Fig. 1: drive-strength map
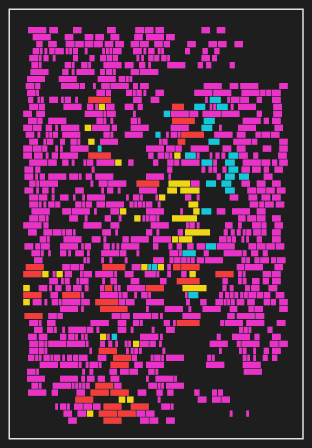
Fig. 2: where the registers sit
Other sequential cells in the stronger grey, the rest of the logic in the fainter grey.
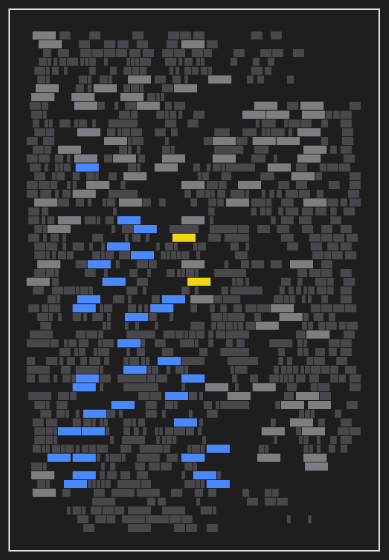
Fig. 3: local utilization
11 x 17 tiles, from black (low) to pale yellow (high), 0 to 100% covered.
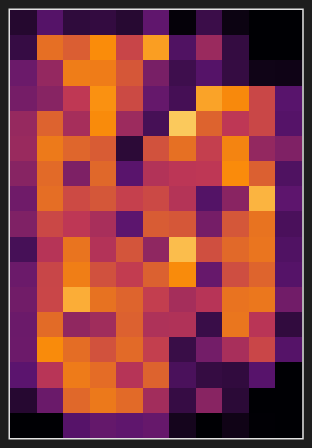
Fig. 4: track usage over the die
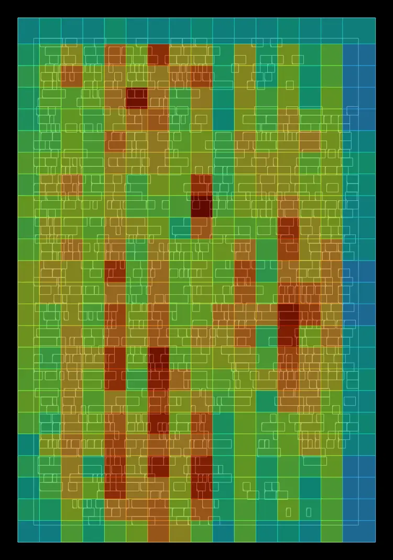
Fig. 5: placement by cell class
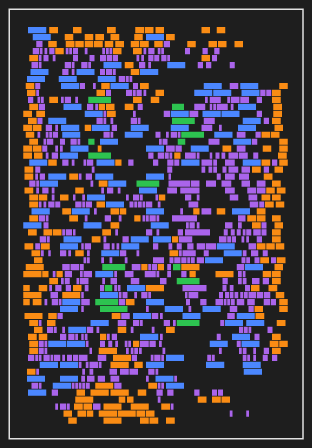
`config.mk`:
```
export PLATFORM = sky130hd
export DESIGN_NAME = mem_access_unit_flat
export DESIGN_NICKNAME = d
export VERILOG_FILES = /design/src/rtl/mau_pkg.sv /design/src/rtl/mau_if.sv /design/src/rtl/mau_lane_align.sv /design/src/rtl/mem_access_unit.sv /design/src/flat_wrapper.sv
export SDC_FILE = /design/constraint.sdc
export NUM_CORES = 1
export LEC_CHECK = 0
export ABC_CLOCK_PERIOD_IN_PS = 4300
export CAP_MARGIN = 20
export CORE_AREA = 5 5 109 162
export CTS_CLUSTER_SIZE = 24
export DETAILED_ROUTE_END_ITERATION = 6
export DIE_AREA = 0 0 114 167
export SYNTH_ARGS = -nofsm -noshare
export SYNTH_HDL_FRONTEND = slang
export SYNTH_SLANG_ARGS = --single-unit
```
`constraint.sdc`:
```
create_clock -name clk -period 4.3 [get_ports clk]
set_clock_uncertainty 0.15 [all_clocks]
set_input_delay 0.86 -clock clk [delete_from_list [all_inputs] [get_ports clk]]
set_output_delay 0.86 -clock clk [all_outputs]
set_load 0.05 [all_outputs]
```
`src/rtl/mau_pkg.sv`:
```
// Shared types for the memory access unit: access sizes, FSM states and the
// alignment/legality check applied when a request is accepted.
package mau_pkg;

  typedef enum logic [1:0] {
    SZ_B = 2'b00,
    SZ_H = 2'b01,
    SZ_W = 2'b10,
    SZ_D = 2'b11
  } size_e;

  typedef enum logic [1:0] {
    S_IDLE   = 2'b00,
    S_ACCESS = 2'b01,
    S_RESP   = 2'b10
  } state_e;

  // 1 when the access cannot be issued: misaligned, or a doubleword on a 32-bit unit
  function automatic logic misaligned(input size_e sz, input logic [2:0] lo, input int xlen);
    case (sz)
      SZ_B:    return 1'b0;
      SZ_H:    return lo[0];
      SZ_W:    return |lo[1:0];
      default: return (xlen == 32) || (|lo);
    endcase
  endfunction

endpackage

```
`src/rtl/mau_if.sv`:
```
// Core-side request/response and memory-port signals of the memory access unit.
// slave = the unit itself, master = the core/memory environment around it.
interface mau_if #(parameter int XLEN = 32);

  logic              req_valid;
  logic              req_ready;
  logic              req_we;
  logic [1:0]        req_size;
  logic              req_unsigned;
  logic [XLEN-1:0]   req_addr;
  logic [XLEN-1:0]   req_wdata;
  logic              rsp_valid;
  logic [XLEN-1:0]   rsp_rdata;
  logic              rsp_err;
  logic              busy;
  logic              mem_req;
  logic              mem_we;
  logic [XLEN-1:0]   mem_addr;
  logic [XLEN/8-1:0] mem_be;
  logic [XLEN-1:0]   mem_wdata;
  logic              mem_ack;
  logic [XLEN-1:0]   mem_rdata;

  modport slave (
    input  req_valid, req_we, req_size, req_unsigned, req_addr, req_wdata,
    input  mem_ack, mem_rdata,
    output req_ready, rsp_valid, rsp_rdata, rsp_err, busy,
    output mem_req, mem_we, mem_addr, mem_be, mem_wdata
  );

  modport master (
    output req_valid, req_we, req_size, req_unsigned, req_addr, req_wdata,
    output mem_ack, mem_rdata,
    input  req_ready, rsp_valid, rsp_rdata, rsp_err, busy,
    input  mem_req, mem_we, mem_addr, mem_be, mem_wdata
  );

endinterface

```
`src/rtl/mau_lane_align.sv`:
```
// Byte-lane steering: store byte enables and replicated write data, and
// extraction plus sign/zero extension of the addressed lane of a load word.
module mau_lane_align
  import mau_pkg::*;
#(
  parameter int XLEN = 32
) (
  input  size_e                     size,
  input  logic [$clog2(XLEN/8)-1:0] offset,
  input  logic                      is_unsigned,
  input  logic [XLEN-1:0]           st_data,
  input  logic [XLEN-1:0]           ld_word,
  output logic [XLEN/8-1:0]         be,
  output logic [XLEN-1:0]           st_lane,
  output logic [XLEN-1:0]           ld_data
);

  localparam int NB = XLEN / 8;

  int              nbytes;
  logic [NB-1:0]   size_mask;
  logic [XLEN-1:0] byte_mask;
  logic [XLEN-1:0] shifted;
  logic            sign_bit;

  always_comb begin
    nbytes    = 1 << size;
    size_mask = '0;
    byte_mask = '0;
    st_lane   = '0;
    for (int i = 0; i < NB; i++) begin
      size_mask[i]         = (i < nbytes);
      byte_mask[8*i +: 8]  = {8{size_mask[i]}};
      // low nbytes of the store data repeat across every lane
      st_lane[8*i +: 8]    = st_data[8*(i & (nbytes - 1)) +: 8];
    end
    be      = size_mask << offset;
    shifted = ld_word >> {offset, 3'b000};
    case (size)
      SZ_B:    sign_bit = shifted[7];
      SZ_H:    sign_bit = shifted[15];
      SZ_W:    sign_bit = shifted[31];
      default: sign_bit = shifted[XLEN-1];
    endcase
    ld_data = shifted & byte_mask;
    if (!is_unsigned && sign_bit) begin
      ld_data = ld_data | ~byte_mask;
    end
  end

endmodule

```
`src/rtl/mem_access_unit.sv`:
```
// Multi-cycle load/store unit with a valid/ready core handshake and a stalling memory port.
// Optional MAU_TIMEOUT_EN: abort an access after TIMEOUT_CYCLES cycles without mem_ack.
//   state    | meaning
//   S_IDLE   | ready for a request
//   S_ACCESS | memory request outstanding, waiting for mem_ack
//   S_RESP   | one-cycle response (data or error)
module mem_access_unit
  import mau_pkg::*;
#(
  parameter int XLEN           = 32,
  parameter int TIMEOUT_CYCLES = 255
) (
  input logic  clk,
  input logic  reset,
  mau_if.slave bus
);

  localparam int NB   = XLEN / 8;
  localparam int OFFW = $clog2(NB);

  state_e          state_q, state_d;
  logic            we_q, we_d;
  size_e           size_q, size_d;
  logic            uns_q, uns_d;
  logic [XLEN-1:0] addr_q, addr_d;
  logic [XLEN-1:0] wdata_q, wdata_d;
  logic [XLEN-1:0] rdata_q, rdata_d;
  logic            err_q, err_d;

  logic [NB-1:0]   lane_be;
  logic [XLEN-1:0] lane_wdata;
  logic [XLEN-1:0] lane_load;
  logic            timeout_hit;
  logic            in_access;

  assign in_access = (state_q == S_ACCESS);

  mau_lane_align #(.XLEN(XLEN)) u_lane_align (
    .size        (size_q),
    .offset      (addr_q[OFFW-1:0]),
    .is_unsigned (uns_q),
    .st_data     (wdata_q),
    .ld_word     (bus.mem_rdata),
    .be          (lane_be),
    .st_lane     (lane_wdata),
    .ld_data     (lane_load)
  );

`ifdef MAU_TIMEOUT_EN
  localparam int CNT_W = (TIMEOUT_CYCLES > 255) ? 16 : 8;

  logic [CNT_W-1:0] cnt_q, cnt_d;

  // Reloaded while idle so the first ACCESS cycle starts at TIMEOUT_CYCLES-1
  always_comb begin
    cnt_d = cnt_q;
    if (state_q == S_IDLE) begin
      cnt_d = CNT_W'(TIMEOUT_CYCLES - 1);
    end else if (in_access && (cnt_q != '0)) begin
      cnt_d = cnt_q - 1'b1;
    end
  end

  always_ff @(posedge clk) begin
    if (!reset) cnt_q <= '0;
    else        cnt_q <= cnt_d;
  end

  assign timeout_hit = in_access && (cnt_q == '0);
`else
  assign timeout_hit = 1'b0;
`endif

  always_comb begin
    state_d = state_q;
    we_d    = we_q;
    size_d  = size_q;
    uns_d   = uns_q;
    addr_d  = addr_q;
    wdata_d = wdata_q;
    rdata_d = rdata_q;
    err_d   = err_q;
    case (state_q)
      S_IDLE: begin
        if (bus.req_valid) begin
          we_d    = bus.req_we;
          size_d  = size_e'(bus.req_size);
          uns_d   = bus.req_unsigned;
          addr_d  = bus.req_addr;
          wdata_d = bus.req_wdata;
          rdata_d = '0;
          err_d   = misaligned(size_e'(bus.req_size), bus.req_addr[2:0], XLEN);
          state_d = err_d ? S_RESP : S_ACCESS;
        end
      end
      S_ACCESS: begin
        // an ack on the last allowed cycle still completes the access
        if (bus.mem_ack) begin
          rdata_d = we_q ? '0 : lane_load;
          state_d = S_RESP;
        end else if (timeout_hit) begin
          err_d   = 1'b1;
          rdata_d = '0;
          state_d = S_RESP;
        end
      end
      S_RESP:  state_d = S_IDLE;
      default: state_d = S_IDLE;
    endcase
  end

  always_ff @(posedge clk) begin
    if (!reset) begin
      state_q <= S_IDLE;
      we_q    <= 1'b0;
      size_q  <= SZ_B;
      uns_q   <= 1'b0;
      addr_q  <= '0;
      wdata_q <= '0;
      rdata_q <= '0;
      err_q   <= 1'b0;
    end else begin
      state_q <= state_d;
      we_q    <= we_d;
      size_q  <= size_d;
      uns_q   <= uns_d;
      addr_q  <= addr_d;
      wdata_q <= wdata_d;
      rdata_q <= rdata_d;
      err_q   <= err_d;
    end
  end

  assign bus.req_ready = (state_q == S_IDLE);
  assign bus.busy      = (state_q != S_IDLE);
  assign bus.mem_req   = in_access;
  assign bus.mem_we    = in_access && we_q;
  assign bus.mem_addr  = in_access ? {addr_q[XLEN-1:OFFW], {OFFW{1'b0}}} : '0;
  assign bus.mem_be    = in_access ? lane_be : '0;
  assign bus.mem_wdata = (in_access && we_q) ? lane_wdata : '0;
  assign bus.rsp_valid = (state_q == S_RESP);
  assign bus.rsp_err   = (state_q == S_RESP) && err_q;
  assign bus.rsp_rdata = (state_q == S_RESP) ? rdata_q : '0;

endmodule

```
`src/flat_wrapper.sv`:
```
// flat-port wrapper written by rule: the top's interface ports become plain ports
module mem_access_unit_flat import mau_pkg::*;
#(
  parameter int XLEN           = 32,
  parameter int TIMEOUT_CYCLES = 255
)
  (clk, reset, bus_req_valid, bus_req_we, bus_req_size, bus_req_unsigned, bus_req_addr, bus_req_wdata, bus_mem_ack, bus_mem_rdata, bus_req_ready, bus_rsp_valid, bus_rsp_rdata, bus_rsp_err, bus_busy, bus_mem_req, bus_mem_we, bus_mem_addr, bus_mem_be, bus_mem_wdata);
  mau_if #(.XLEN(XLEN)) bus_i ();
  input logic clk;
  input logic reset;
  input wire logic [$bits(bus_i.req_valid)-1:0] bus_req_valid;
  input wire logic [$bits(bus_i.req_we)-1:0] bus_req_we;
  input wire logic [$bits(bus_i.req_size)-1:0] bus_req_size;
  input wire logic [$bits(bus_i.req_unsigned)-1:0] bus_req_unsigned;
  input wire logic [$bits(bus_i.req_addr)-1:0] bus_req_addr;
  input wire logic [$bits(bus_i.req_wdata)-1:0] bus_req_wdata;
  input wire logic [$bits(bus_i.mem_ack)-1:0] bus_mem_ack;
  input wire logic [$bits(bus_i.mem_rdata)-1:0] bus_mem_rdata;
  output wire logic [$bits(bus_i.req_ready)-1:0] bus_req_ready;
  output wire logic [$bits(bus_i.rsp_valid)-1:0] bus_rsp_valid;
  output wire logic [$bits(bus_i.rsp_rdata)-1:0] bus_rsp_rdata;
  output wire logic [$bits(bus_i.rsp_err)-1:0] bus_rsp_err;
  output wire logic [$bits(bus_i.busy)-1:0] bus_busy;
  output wire logic [$bits(bus_i.mem_req)-1:0] bus_mem_req;
  output wire logic [$bits(bus_i.mem_we)-1:0] bus_mem_we;
  output wire logic [$bits(bus_i.mem_addr)-1:0] bus_mem_addr;
  output wire logic [$bits(bus_i.mem_be)-1:0] bus_mem_be;
  output wire logic [$bits(bus_i.mem_wdata)-1:0] bus_mem_wdata;
  assign bus_i.req_valid = bus_req_valid;
  assign bus_i.req_we = bus_req_we;
  assign bus_i.req_size = bus_req_size;
  assign bus_i.req_unsigned = bus_req_unsigned;
  assign bus_i.req_addr = bus_req_addr;
  assign bus_i.req_wdata = bus_req_wdata;
  assign bus_i.mem_ack = bus_mem_ack;
  assign bus_i.mem_rdata = bus_mem_rdata;
  assign bus_req_ready = bus_i.req_ready;
  assign bus_rsp_valid = bus_i.rsp_valid;
  assign bus_rsp_rdata = bus_i.rsp_rdata;
  assign bus_rsp_err = bus_i.rsp_err;
  assign bus_busy = bus_i.busy;
  assign bus_mem_req = bus_i.mem_req;
  assign bus_mem_we = bus_i.mem_we;
  assign bus_mem_addr = bus_i.mem_addr;
  assign bus_mem_be = bus_i.mem_be;
  assign bus_mem_wdata = bus_i.mem_wdata;
  mem_access_unit #(.XLEN(XLEN), .TIMEOUT_CYCLES(TIMEOUT_CYCLES)) u_core (.clk(clk), .reset(reset), .bus(bus_i));
endmodule
```
==> results.yml <==
# synthesis and place-and-route metrics
outcome:
  outcome: "finished clean"
global_route:
  globalRouteMet3Util_pct: 5.19
critical_path:
  worst-endpoint-required_ns: 3.29
  cp_cell_sequence: "nand2b_1 > ha_1 > or2_2 > o2bb2ai_1 > buf_12"
  critPathLaunchType: "flip-flop"
logic_synthesis:
  synth-edff-count: 0
  netlist.area_leader.share_pct: 37.7
  synth_warnings: 0
  ys_types: 47
  asyncSetResetFlopFracSynth_pct: 0
  yosys.stat.seqShare_pct: 37.7
  top_cell: "nand2_1"
layout:
  multi_input_comb_area_sq_um: 3160
  fin_nets: 957
  area_delta_synth_final_pct: 48.9
  final.signal_buffer_count: 220
  seqAreaFraction_pct: 25.3
timing:
  grt_setup_unrepaired: "no"
  hold_violations: 0
  timing.final.max_slew_violations: 0
  worst_slack_ns: 0.603
  setup_viol: 0
drt:
  routed_wirelength_microns: 18300
  num_vias: 5263
  detailroute.wirelength.met3_microns: 1270
place:
  post-dp-hpwl_microns: 13900
clock_network:
  cts.clk_slew.worst_paths_ns: 0.07
  ctsHoldBuffers: 0
  cts_tree: "built"
  cts_htree_levels: 3
power_and_ir_drop:
  post-layout-total-power_mw: 2.40
  power.density_nw_per_um2: 294
job:
  cap_viol_max_count: 0
die:
  die_span_x_microns: 114
  floorplan.core_area_sq_um: 16000
## Picture notes: Fig. 1
[red] _6 and larger | cells: 34 | share: 4.0% | most used: buf_12
[yellow] _3 and _4 cells | cells: 30 | share: 3.5% | most used: buf_4
[magenta] _0 and _1 cells | cells: 765 | share: 89% | most used: nand2_1
[cyan] _2 cells | cells: 26 | share: 3.0% | most used: mux2_2

## Picture notes: Fig. 2
[yellow] u_core.size_q | placed flops: 2
[blue] u_core.wdata_q | placed flops: 32

## Picture notes: Fig. 3
mean over tiles: 42%
emptiest ninth of the die: bottom right
tiles over 75% full: 3.7%
fullest tile: 88%

## Picture notes: Fig. 4
overall fraction of global-route tracks in use: 18.9%
Layout Utilization: 50.8%
gr busiest metal: met2
Routed WL per cell: 17.2 microns

## Picture notes: Fig. 5
[green] clock drivers and dummy loads | cells: 15 | share of their area: 3.8%
[blue] sequential cells | cells: 103 | share of their area: 26%
[orange] remaining buffers and delay cells | cells: 220 | share of their area: 30%
[purple] combinational and other logic | cells: 517 | share of their area: 40%

## cells in the final DEF (no fill, tap or decap), types with 2 or more instances in the layout
cell type	synthesis	layout
a22o_1	8	8
a21oi_1	34	34
and2b_1	5	5
buf_4	3	21
nor2b_1	5	5
inv_6	0	3
nand3b_1	2	2
clkbuf_16	0	9
o2bb2ai_1	8	8
a221o_1	8	8
nand2_1	182	181
o31ai_2	8	8
a21boi_0	69	69
mux2i_1	25	25
clkdlybuf4s50_1	0	178
o21ai_0	16	16
mux2_2	11	11
a2111oi_4	2	2
dfxtp_1	103	103
buf_12	0	20
and2_1	65	64
a211o_1	7	7
ha_1	2	2
and3_1	8	8
nor2_1	15	15
nor3_1	2	2
o21a_1	3	3
inv_1	5	5
or3_1	2	2
conb_1	1	2
nand2b_1	6	6
## worst paths after layout
| path | endpoint | slack [ns] | startpoint | depth (start not counted) |
|---|---|---|---|---|
| max | bus_mem_wdata[31] | 0.60 | u_core.size_q[1] | 5 |
| min reg2reg | u_core.rdata_q[5] | 0.30 | u_core.rdata_q[5] | 2 |
| max reg2reg | u_core.rdata_q[22] | 1.63 | u_core.addr_q[1] | 5 |
| min | u_core.rdata_q[5] | 0.30 | u_core.rdata_q[5] | 2 |
## power by group
| part | switching, mW | leakage (nW) | internal (mW) |
|---|---|---|---|
| Combinational | 0.287 | 2.08 | 0.225 |
| Sequential | 0.0405 | 0.842 | 1.01 |
| Clock | 0.366 | 0.146 | 0.471 |
## kinds of logic (layout without fill, tap and decap cells)
kind of cell | after synthesis | after routing | synth area share [%]
and+or+nand+nor | 301 | 301 | 26.3
AOI/OAI and AO/OA | 170 | 170 | 23.8
DFF | 103 | 103 | 37.7
buffers and inverters | 62 | 241 | 4.84
muxes | 36 | 36 | 6.83
adders and majority gates | 2 | 2 | 0.457
other | 1 | 2 | 0.0685
Power is estimated from default activity; no workload was simulated.
